## config.mk

```make
export PLATFORM = sky130hd
export DESIGN_NAME = mem_port_arbiter
export DESIGN_NICKNAME = d
export VERILOG_FILES = /design/src/rtl/mem_arb_pkg.sv /design/src/rtl/mem_port_arbiter_rr_picker.sv /design/src/rtl/mem_port_arbiter.sv
export SDC_FILE = /design/constraint.sdc
export NUM_CORES = 1
export LEC_CHECK = 0
export CAP_MARGIN = 20
export CORE_AREA = 2 2 137 139
export CTS_CLUSTER_SIZE = 25
export DETAILED_ROUTE_END_ITERATION = 8
export DIE_AREA = 0 0 139 141
export PLACE_DENSITY = 0.7
export RECOVER_POWER = 50
export SYNTH_ARGS = -nofsm -noshare
export SYNTH_HDL_FRONTEND = slang
export SYNTH_HIERARCHICAL = 1
export SYNTH_SLANG_ARGS = --single-unit
export TNS_END_PERCENT = 1
```

## constraint.sdc

```tcl
create_clock -name clock -period 5 [get_ports clock]
set_clock_uncertainty 0.05 [all_clocks]
set_input_delay 1.25 -clock clock [delete_from_list [all_inputs] [get_ports clock]]
set_output_delay 1.25 -clock clock [all_outputs]
set_load 0.02 [all_outputs]
```

## src/rtl/mem_arb_pkg.sv

```systemverilog
// ============================================================================
// Module   : mem_arb_pkg
// Brief    : Shared types and constants for the memory port arbiter.
// Revision : 1.0 - initial release
// ============================================================================
`default_nettype none

package mem_arb_pkg;

  typedef enum logic [0:0] {
    ARB_S    = 1'b0,
    LOCKED_S = 1'b1
  } arb_state_t;

  localparam int                PERF_W   = 32;
  localparam logic [PERF_W-1:0] PERF_MAX = {PERF_W{1'b1}};

  typedef struct packed {
    logic en;
    logic we;
  } mem_ctl_t;

  localparam mem_ctl_t NOP = '{en: 1'b0, we: 1'b0};

  // Saturating accumulate; the increment is at most one popcount of 8 requesters.
  function automatic logic [PERF_W-1:0] sat_add(input logic [PERF_W-1:0] a,
                                                 input logic [3:0]        b);
    logic [PERF_W:0] sum;
    sum = {1'b0, a} + {{(PERF_W-3){1'b0}}, b};
    return sum[PERF_W] ? PERF_MAX : sum[PERF_W-1:0];
  endfunction

endpackage

`default_nettype wire

```

## src/rtl/mem_port_arbiter_rr_picker.sv

```systemverilog
// ============================================================================
// Module   : rr_picker
// Brief    : Combinational round-robin pick: first requester at or after rr_ptr.
// Revision : 1.0 - initial release
// ============================================================================
`default_nettype none

module rr_picker #(
  parameter int NUM_REQ = 3,
  parameter int PTR_W   = (NUM_REQ > 1) ? $clog2(NUM_REQ) : 1
) (
  input  logic [NUM_REQ-1:0] req,
  input  logic [PTR_W-1:0]   rr_ptr,
  output logic [NUM_REQ-1:0] grant,
  output logic [PTR_W-1:0]   winner
);

  logic [PTR_W:0]   w_sum;
  logic [PTR_W-1:0] w_idx;
  logic             w_found;

  always_comb begin
    grant   = '0;
    winner  = '0;
    w_found = 1'b0;
    w_sum   = '0;
    w_idx   = '0;
    for (int k = 0; k < NUM_REQ; k++) begin
      w_sum = {1'b0, rr_ptr} + (PTR_W+1)'(k);
      if (w_sum >= (PTR_W+1)'(NUM_REQ)) w_sum = w_sum - (PTR_W+1)'(NUM_REQ);
      w_idx = w_sum[PTR_W-1:0];
      if (!w_found && req[w_idx]) begin
        grant[w_idx] = 1'b1;
        winner       = w_idx;
        w_found      = 1'b1;
      end
    end
  end

endmodule

`default_nettype wire

```

## src/rtl/mem_port_arbiter.sv

```systemverilog
// ============================================================================
// Module   : mem_port_arbiter
// Brief    : Round-robin single-port SRAM arbiter with lock for atomic bursts.
//            Optional perf counters enabled by defining MEM_ARB_PERF_EN.
// Revision : 1.0 - initial release
// ============================================================================
`default_nettype none

module mem_port_arbiter
  import mem_arb_pkg::*;
#(
  parameter int NUM_REQ      = 3,
  parameter int DATA_WIDTH   = 32,
  parameter int ADDRESS_BITS = 20
) (
  input  logic                            clock,
  input  logic                            reset,
  input  logic [NUM_REQ-1:0]              req,
  input  logic [NUM_REQ-1:0]              we,
  input  logic [NUM_REQ-1:0]              lock,
  input  logic [NUM_REQ*ADDRESS_BITS-1:0] addr,
  input  logic [NUM_REQ*DATA_WIDTH-1:0]   wdata,
  output logic [NUM_REQ-1:0]              gnt,
  output logic [NUM_REQ-1:0]              rvalid,
  output logic [DATA_WIDTH-1:0]           rdata,
  output logic                            mem_en,
  output logic                            mem_we,
  output logic [ADDRESS_BITS-1:0]         mem_addr,
  output logic [DATA_WIDTH-1:0]           mem_wdata,
  input  logic [DATA_WIDTH-1:0]           mem_rdata,
  input  logic                            perf_clear,
  output logic [PERF_W-1:0]               perf_grants,
  output logic [PERF_W-1:0]               perf_conflict
);

  localparam int PTR_W = (NUM_REQ > 1) ? $clog2(NUM_REQ) : 1;

  function automatic logic [PTR_W-1:0] ptr_inc(input logic [PTR_W-1:0] p);
    return (p == PTR_W'(NUM_REQ-1)) ? '0 : p + 1'b1;
  endfunction

  arb_state_t               r_state, w_state_nx;
  logic [PTR_W-1:0]         r_rr_ptr, w_rr_ptr_nx;
  logic [PTR_W-1:0]         r_lock_owner, w_lock_owner_nx;
  logic [NUM_REQ-1:0]       r_rvalid;
  logic [NUM_REQ-1:0]       w_pick_gnt, w_gnt;
  logic [PTR_W-1:0]         w_pick_idx, w_win;
  logic                     w_any;
  mem_ctl_t                 w_ctl;
  logic [ADDRESS_BITS-1:0]  w_addr_arr  [NUM_REQ];
  logic [DATA_WIDTH-1:0]    w_wdata_arr [NUM_REQ];

  for (genvar gi = 0; gi < NUM_REQ; gi++) begin : g_unpack
    assign w_addr_arr[gi]  = addr[gi*ADDRESS_BITS +: ADDRESS_BITS];
    assign w_wdata_arr[gi] = wdata[gi*DATA_WIDTH +: DATA_WIDTH];
  end

  rr_picker #(
    .NUM_REQ (NUM_REQ),
    .PTR_W   (PTR_W)
  ) u_rr_picker (
    .req    (req),
    .rr_ptr (r_rr_ptr),
    .grant  (w_pick_gnt),
    .winner (w_pick_idx)
  );

  always_comb begin
    w_gnt           = '0;
    w_win           = w_pick_idx;
    w_state_nx      = r_state;
    w_rr_ptr_nx     = r_rr_ptr;
    w_lock_owner_nx = r_lock_owner;
    // Reset is asynchronous, so the accept path is gated immediately too.
    if (!reset) begin
      case (r_state)
        ARB_S: begin
          w_gnt = w_pick_gnt;
          if (|w_pick_gnt) begin
            w_rr_ptr_nx = ptr_inc(w_pick_idx);
            if (lock[w_pick_idx]) begin
              w_state_nx      = LOCKED_S;
              w_lock_owner_nx = w_pick_idx;
            end
          end
        end
        LOCKED_S: begin
          w_win = r_lock_owner;
          if (req[r_lock_owner]) w_gnt[r_lock_owner] = 1'b1;
          // Release on a final unlocked beat or when the owner walks away.
          if (!req[r_lock_owner] || !lock[r_lock_owner]) begin
            w_state_nx  = ARB_S;
            w_rr_ptr_nx = ptr_inc(r_lock_owner);
          end
        end
        default: w_state_nx = ARB_S;
      endcase
    end
  end

  assign w_any     = |w_gnt;
  assign w_ctl     = w_any ? '{en: 1'b1, we: we[w_win]} : NOP;
  assign gnt       = w_gnt;
  assign mem_en    = w_ctl.en;
  assign mem_we    = w_ctl.we;
  assign mem_addr  = w_any ? w_addr_arr[w_win]  : '0;
  assign mem_wdata = w_any ? w_wdata_arr[w_win] : '0;
  assign rvalid    = r_rvalid;
  assign rdata     = mem_rdata;

  always_ff @(posedge clock or posedge reset) begin
    if (reset) begin
      r_state      <= ARB_S;
      r_rr_ptr     <= '0;
      r_lock_owner <= '0;
      r_rvalid     <= '0;
    end else begin
      r_state      <= w_state_nx;
      r_rr_ptr     <= w_rr_ptr_nx;
      r_lock_owner <= w_lock_owner_nx;
      r_rvalid     <= w_gnt & ~we;
    end
  end

`ifdef MEM_ARB_PERF_EN
  logic [PERF_W-1:0] r_perf_grants, r_perf_conflict;
  logic [3:0]        w_conflicts;

  always_comb begin
    w_conflicts = '0;
    for (int i = 0; i < NUM_REQ; i++) begin
      w_conflicts = w_conflicts + {3'b000, req[i] & ~w_gnt[i]};
    end
  end

  always_ff @(posedge clock or posedge reset) begin
    if (reset) begin
      r_perf_grants   <= '0;
      r_perf_conflict <= '0;
    end else if (perf_clear) begin
      r_perf_grants   <= '0;
      r_perf_conflict <= '0;
    end else begin
      r_perf_grants   <= sat_add(r_perf_grants, {3'b000, w_any});
      r_perf_conflict <= sat_add(r_perf_conflict, w_conflicts);
    end
  end

  assign perf_grants   = r_perf_grants;
  assign perf_conflict = r_perf_conflict;
`else
  logic w_unused_perf_clear;
  assign w_unused_perf_clear = perf_clear;
  assign perf_grants         = '0;
  assign perf_conflict       = '0;
`endif

endmodule

`default_nettype wire

```

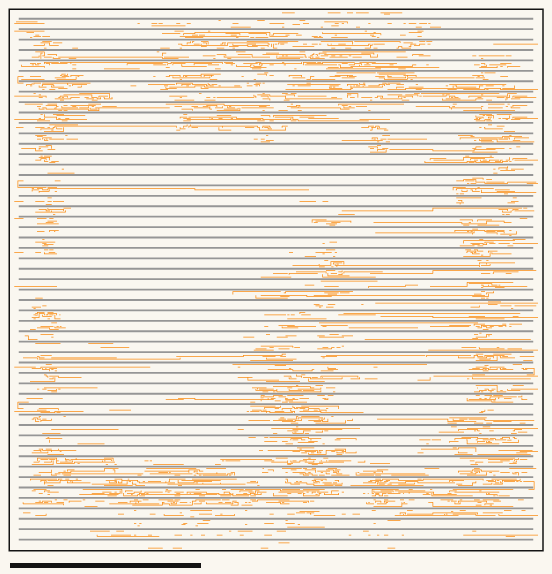
Figure 1: run 1, metal 1.
Scale bar: 50 µm. Supply wires on this layer in grey.
nets with wire on the layer: 891
main direction: horizontal
share of all routed wire: 39%
grt met1 use: 18.4%
WL final: 17100 µm
detailed-route via count: 5372

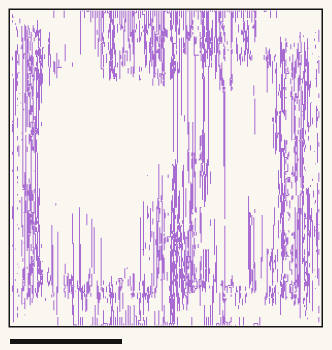
Figure 2: run 1, metal 2.
Scale bar: 50 µm.
nets with wire on the layer: 888
main direction: vertical
wire length on this layer: 8620 µm
longest straight run: 109 µm
share of all routed wire: 51%

==> flow_metrics.tcl, run 1 <==
# implementation run metrics
set metrics [dict create \
    compound_area_share_pct 29.3 \
    syn-cell-area_um2 4220 \
    die_area_um2 19600 \
    slew_headroom_pct 60.9 \
    setup_violations 0 \
    ys_ff 8 \
    antenna_found_initial 0 \
    min-delay-start "r_rr_ptr[1]" \
    nets 1111 \
    synth_cell_types 41 \
    hold_depth 1 \
    cp-end-kind "output pin" \
    comb_share_pct 49.3 \
    worstSetupEndpoint "mem_wdata[20]" \
    synth_top_flop_cell "dfrtp_1" \
    wl_met1_um 6670 \
    crit_type "in -> out" \
    io_buffers 226 \
    r2r_cells 12 \
    edf_count 0 \
    seqPwrFrac_pct 4.3 \
    top_logic_kind "simple AND/OR/NAND/NOR gates" \
    r2r_setup_slack_ns 2.13 \
    p_switching_mw 2.24 \
    fmax_mhz 200 \
    cp_data_arrival_time_ns 3.70 \
    placed_area_um2 6550 \
    diodes 0 \
    swShare_pct 54.0 \
    drc 0 \
    syn_area_per_cell_um2 5.85 \
    finalCriticalPeriod_ns 5.00 \
    wl_met2_um 8620 \
    top_area_cell "a21oi_1" \
    ys_sh_xor_pct 0 \
    grt_pass1_vias 5080 \
    n_fill_cell 1966 \
    hold_ws_ns 0.517 \
    pre_cts_slack_ns -0.432 \
    final_layout_size_suffix_gt1_share_pct 11.9 \
    non_clock_buffer_count 273 \
    tns_ns 0 \
    finish.instance_area_um2 6610 \
    finalHoldViolCount 0 \
    clkCellAreaFrac_pct 1.19 \
    vias_per_cell 4.71 \
    ys_chip_area_um2 4220 \
    vdd_drop_max_mv 0.299 \
    most_common_cell "a21oi_1" \
    track_usage_pct 16.3 \
    flop_area_um2 204 \
    clock_path_buffers 2 \
    areaGrowthSynthToFinish_pct 56.7 \
    area_leaders "a21oi_1, buf_4, nand2b_1, nand2_1, o21ai_0" \
    nClkBuffers 4 \
    grt_overflow 0 \
    power_density_nw_per_um2 628 \
    logic_gate_count 613 \
    cts.clk_slew.worst_paths_ns 0.04 \
    numCtsBuffers 3 \
    fp.dieH_um 141 \
    path_max_fanout 23 \
    clock.latency.late_pin_ns 0.23 \
    worst_pin_slew_ns 0.586 \
    p_comb_share_pct 92.4 \
    layout.area.comb_um2 3260 \
    cp_data_required_time_ns 3.70 \
    rsz0062_at_grt "true" \
    flop-count 8 \
    ys_cells 721 \
    p_leak_nw 2.68 \
    start_kind "input pin" \
    cts-resized-gates 94 \
    sh_seq_area_pct 3.09 \
    ys_seq_share_pct 4.75 \
    fin_cells 1140 \
    taps 234 \
    p_clk_share_pct 3.3 \
    timing.rr.start "r_rr_ptr[1]" \
    layout_setup_ws_ns 0.00286 \
    hp-class "reg -> reg" \
    grt_pass1_wl_um 26300 \
    fp_util_pct 23.1 \
    htree_num_levels 1 \
    critical_path.startpoint "req[1]" \
    coreArea_um2 18300 \
    gp_congestion 0.838 \
    cts_setup_buffers 0 \
    adder_share_pct 1.19 \
    ys_sh_mux_pct 2.70 \
    ant_nets 0 \
    total_power_mw 4.15 \
    cts_root_buf "clkbuf_16" \
    async_reset_ff_share_pct 100 \
    largest_cell_class "multi-input combinational cells" \
    min_to "r_rr_ptr[1]" \
    p_int_mw 1.91 \
    final-nonclk-buf-share_pct 41.5 \
    rows 50 \
    tool_warnings 32 \
    top_layer_used "met4" \
    cts_hold_buf 0 \
    inverters 8 \
    final_util_pct 36.2 \
    cts_tree "yes" \
    grt_max_degree 65 \
    netlist_instances 721 \
    yosys-top-cells-count "a21oi_1, nand2_1, nand2b_1" \
    die_w_um 139 \
    drv_slew 0 \
    dr.pass1.iters 4 \
    cap_viol_max_count 0 \
    rr_endpoint "r_lock_owner[0]" \
    ys_warn_count 6 \
    cts_sinks 8 \
    top_usage_layer "met2" \
    io_pins 356 \
    top_area_share_pct 19.6 \
    drt_iter0_drc 242 \
    status "finished, final reports clean" \
    grtUsageMet2_pct 31.5 \
    ys_sh_simple_pct 36.7 \
    dpl.hpwl_um 13200 \
    finalCritPeriodShare_pct 99.9 \
]
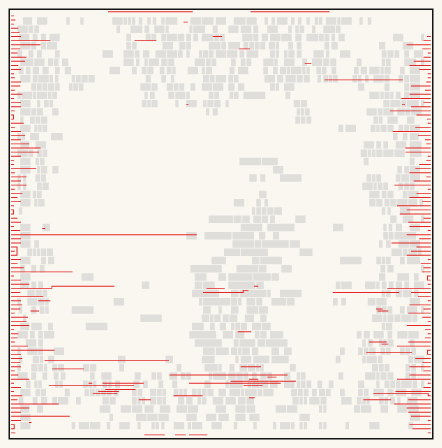
Figure 3: run 1, M3 wires.
main direction: horizontal
nets with wire on the layer: 212
met3 usage: 2.79%

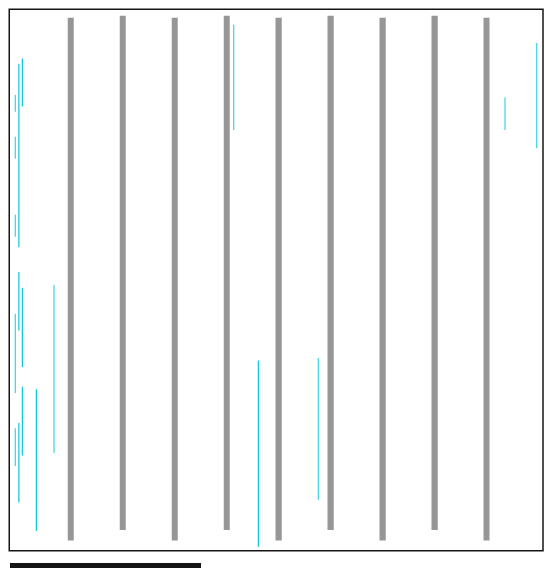
Figure 4: run 1, signal wires on met4.
Scale bar: 50 µm. Supply wires on this layer in grey.
longest straight run: 48.3 µm
main direction: vertical

-- run 1: sequential cells by signal (all words and copies together) (netlist names) --
name / cells
r_rr_ptr: 2
rvalid: 3
r_lock_owner: 2
r_state: 1
-- run 1: layout by cell type (no fill, tap or decap), drive strengths merged, types with 4 or more instances in the layout --
master / synthesis / routed
conb: 1 / 64
clkdlybuf4s50: 0 / 168
mux2: 5 / 5
dlygate4sd2: 0 / 12
clkdlybuf4s15: 0 / 22
nand2b: 112 / 112
nand3: 54 / 54
inv: 8 / 8
o21ai: 56 / 56
nor2b: 5 / 5
buf: 135 / 50
nand2: 111 / 111
clkbuf: 20 / 19
a21oi: 167 / 167
dfrtp: 8 / 8
ha: 4 / 4
mux2i: 5 / 5
-- run 1: power groups by stage --
| stage | sequential (mW) | clock, mW | combinational [mW] |
|---|---|---|---|
| 2_1_floorplan | 0.110 | 0 | 2.39 |
| 3_3_place_gp | 0.179 | 0 | 3.95 |
| 3_5_place_dp | 0.180 | 0 | 3.99 |
| 4_1_cts | 0.179 | 0.141 | 3.88 |
| 5_1_grt | 0.191 | 0.147 | 4.19 |
| 6_report | 0.179 | 0.138 | 3.83 |
-- run 1: critical path, stage by stage --
cell and delay, ns:
clkdlybuf4s50_1 0.44, mux2i_1 0.22, o22ai_2 0.13, a311oi_2 0.33, a21oi_4 0.07, buf_4 0.20
buf_12 0.16, nand2b_1 0.14, a21oi_1 0.13, o21ai_0 0.15, a21oi_1 0.18, clkdlybuf4s15_2 0.28
-- run 1: kinds of logic (layout without fill, tap and decap cells) --
family                     count (synthesis)  in the layout
muxes                                     10             10
and+or+nand+nor                          298            298
buffers and inverters                    163            285
other                                      1             64
adders and majority gates                  4              4
DFF                                        8              8
AOI/OAI and AO/OA                        237            237
## Run 2: what changed since run 1
==> constraint.sdc (replaced) <==
create_clock -name clock -period 5 [get_ports clock]
set_clock_uncertainty 0.05 [all_clocks]
set_input_delay 1 -clock clock [delete_from_list [all_inputs] [get_ports clock]]
set_output_delay 1 -clock clock [all_outputs]
set_load 0.02 [all_outputs]
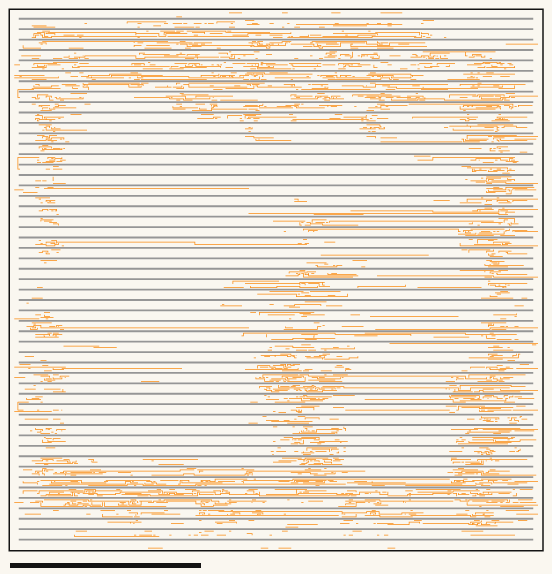
Figure 5: run 2, metal 1.
Scale bar: 50 µm. Supply wires on this layer in grey.
share of all routed wire: 41%
wire length on this layer: 7040 µm
longest straight run: 65.3 µm

==> flow_metrics.tcl, run 2 <==
# implementation run metrics
set metrics [dict create \
    status "finished, final reports clean" \
    crit_slowest_cell "clkdlybuf4s50_1" \
    place.detailed.instances 1113 \
    grt_max_degree 69 \
    numCtsBuffers 3 \
    grt_pass1_vias 5024 \
    tool_warnings 30 \
    tns_ns 0 \
    slew_headroom_pct 57.0 \
    top_area_cell "a21oi_1" \
    hold_depth 1 \
    final_layout_size_suffix_gt1_share_pct 5.43 \
    r2r_setup_slack_ns 1.78 \
    p_comb_share_pct 92.0 \
    top_area_share_pct 19.6 \
    antenna_found_initial 0 \
    cts_sinks 8 \
    wl_met2_um 8440 \
    netlist_instances 721 \
    ys_chip_area_um2 4220 \
    p_int_mw 1.82 \
    swShare_pct 55.1 \
    cp_data_arrival_time_ns 3.80 \
    top_usage_layer "met2" \
    lay_top_count "clkdlybuf4s50_1" \
    drc 0 \
    vdd_drop_max_mv 0.356 \
    cts_root_buf "clkbuf_16" \
    ys_seq_share_pct 4.75 \
    p_clk_share_pct 3.5 \
    power_density_nw_per_um2 624 \
    synth_cell_types 41 \
    nets 1089 \
    crit_family "buffers and inverters" \
    top_layer_used "met4" \
    ant_nets 0 \
    yosys-top-cells-count "a21oi_1, nand2_1, nand2b_1" \
    cts.clk_slew.worst_paths_ns 0.04 \
    wl_per_cell_um 15.5 \
    io_pins 356 \
    r2r_cells 12 \
    htree_num_levels 1 \
    finalCritPeriodShare_pct 97.1 \
    cts_tree "yes" \
    grt_pass1_wl_um 25700 \
    fin_cells 1119 \
    cp_data_required_time_ns 3.95 \
    track_usage_pct 16.0 \
    clock.latency.late_pin_ns 0.23 \
    layout_setup_ws_ns 0.146 \
    wl_met3_um 1280 \
    grt_use_met1_pct 19.1 \
    grtUsageMet2_pct 29.0 \
    clock_path_buffers 2 \
    cp.buffers_inverters 4 \
    ys_ff 8 \
    largest_register_ffs 3 \
    grt_overflow 0 \
    placed_area_um2 6300 \
    ys_cells 721 \
    met3_usage_pct 2.41 \
    min-delay-start "r_rr_ptr[1]" \
    coreArea_um2 18300 \
    mostFrequentLayoutCells "clkdlybuf4s50_1, a21oi_1, nand2b_1, nand2_1, conb_1" \
    final_util_pct 35.6 \
    p_switching_mw 2.24 \
    total_power_mw 4.06 \
    syn_area_per_cell_um2 5.85 \
    ys_warn_count 6 \
    vias_per_cell 4.79 \
    drv_slew 0 \
    wl_met1_um 7040 \
    areaGrowthSynthToFinish_pct 54.4 \
    worstPathCellList "clkdlybuf4s50_1 > mux2i_1 > or2_1 > a21oi_1 > nor2_1 > buf_4 > mux2i_4 > buf_12 > o21ai_0 > a21oi_1 > clkdlybuf4s50_1" \
    timing.rr.start "r_rr_ptr[1]" \
    finalHoldViolCount 0 \
    drt_iter0_drc 257 \
    crit_type "in -> out" \
    dpl.hpwl_um 12500 \
    die_w_um 139 \
    syn-cell-area_um2 4220 \
    cts_setup_buffers 0 \
    finish.instance_area_um2 6510 \
    hold_ws_ns 0.511 \
    cap_viol_max_count 0 \
    hp-class "reg -> reg" \
    finalCriticalPeriod_ns 4.85 \
    fmax_mhz 206 \
    dr.pass1.iters 5 \
    seqPwrFrac_pct 4.6 \
    layout.area.comb_um2 3250 \
    edf_count 0 \
    rr_endpoint "r_lock_owner[0]" \
    min_to "r_rr_ptr[1]" \
    synth_top_flop_cell "dfrtp_1" \
    pre_cts_slack_ns -0.000492 \
    most_common_cell "a21oi_1" \
    worst_pin_slew_ns 0.645 \
    async_reset_ff_share_pct 100 \
    setup_violations 0 \
    io_buffers 226 \
    p_leak_nw 2.97 \
    fp_util_pct 23.1 \
    cp-end-kind "output pin" \
    slowest_delay_ns 0.62 \
    area_leaders "a21oi_1, buf_4, nand2b_1, nand2_1, o21ai_0" \
    gp_congestion 0.834 \
    rsz0062_at_grt "false" \
    n_fill_cell 1995 \
    flop_area_um2 204 \
    start_kind "input pin" \
    die_area_um2 19600 \
    path_max_fanout 31 \
    fp.dieH_um 141 \
    rows 50 \
]
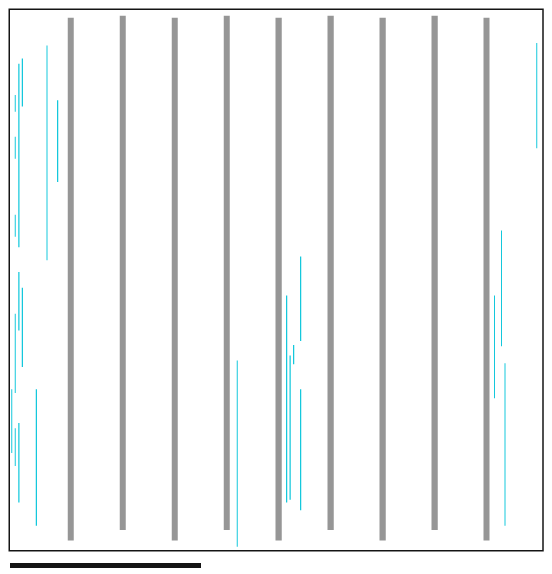
Figure 6: run 2, signal wires on met4.
Scale bar: 50 µm. Supply wires on this layer in grey.
nets with wire on the layer: 23
longest straight run: 55.8 µm
WL final: 17400 µm
detailed-route via count: 5355

==> run 2: power by group through the flow <==
stage / combinational [mW] / sequential [mW] / clock [mW]
2_1_floorplan: 2.39 / 0.110 / 0
3_3_place_gp: 3.67 / 0.180 / 0
5_1_grt: 4.05 / 0.196 / 0.148
6_report: 3.73 / 0.185 / 0.140
4_1_cts: 3.74 / 0.185 / 0.142
3_5_place_dp: 3.71 / 0.186 / 0
==> run 2: how the worst max path moves through the flow <==
stage	startpoint	cells after the start	end	slack, ns
global placement	req[0]	11	mem_addr[7]	0.06
detailed placement	req[0]	11	mem_wdata[23]	-0.0005
floorplan	req[1]	11	mem_addr[0]	1.08
global route	req[0]	11	mem_addr[18]	0.003
finish	req[0]	11	mem_addr[12]	0.15
CTS	req[0]	11	mem_addr[11]	0.03
==> run 2: cells by family (layout without fill, tap and decap cells) <==
kind of cell / after synthesis / count (layout) / synth area share (%)
other cells: 1 / 65 / 0.0890
compound gates: 237 / 237 / 29.3
flops: 8 / 8 / 4.75
simple gates: 298 / 298 / 36.7
fa+ha+maj: 4 / 4 / 1.19
mux: 10 / 10 / 2.70
buf+inv: 163 / 263 / 25.3
==> run 2: layout make-up <==
| type | instances | share of cell area, % |
|---|---|---|
| timing repair buffer | 251 | 40.8 |
| inverter | 8 | 0.461 |
| tap | 234 | 4.50 |
| clock buffer | 4 | 1.21 |
| antenna | 1 | 0.0384 |
| multi-input combinational | 613 | 49.9 |
| sequential | 8 | 3.13 |
==> run 2: repair_timing <==
action                     in CTS  in global routing
hold buffers                    0                  0
hold endpoints to repair        0                  0
resized                         1                 39
setup endpoints to repair       2                 43
pin swaps                       0                  0
cloned                          0                  1
Power is estimated from default activity; no workload was simulated.
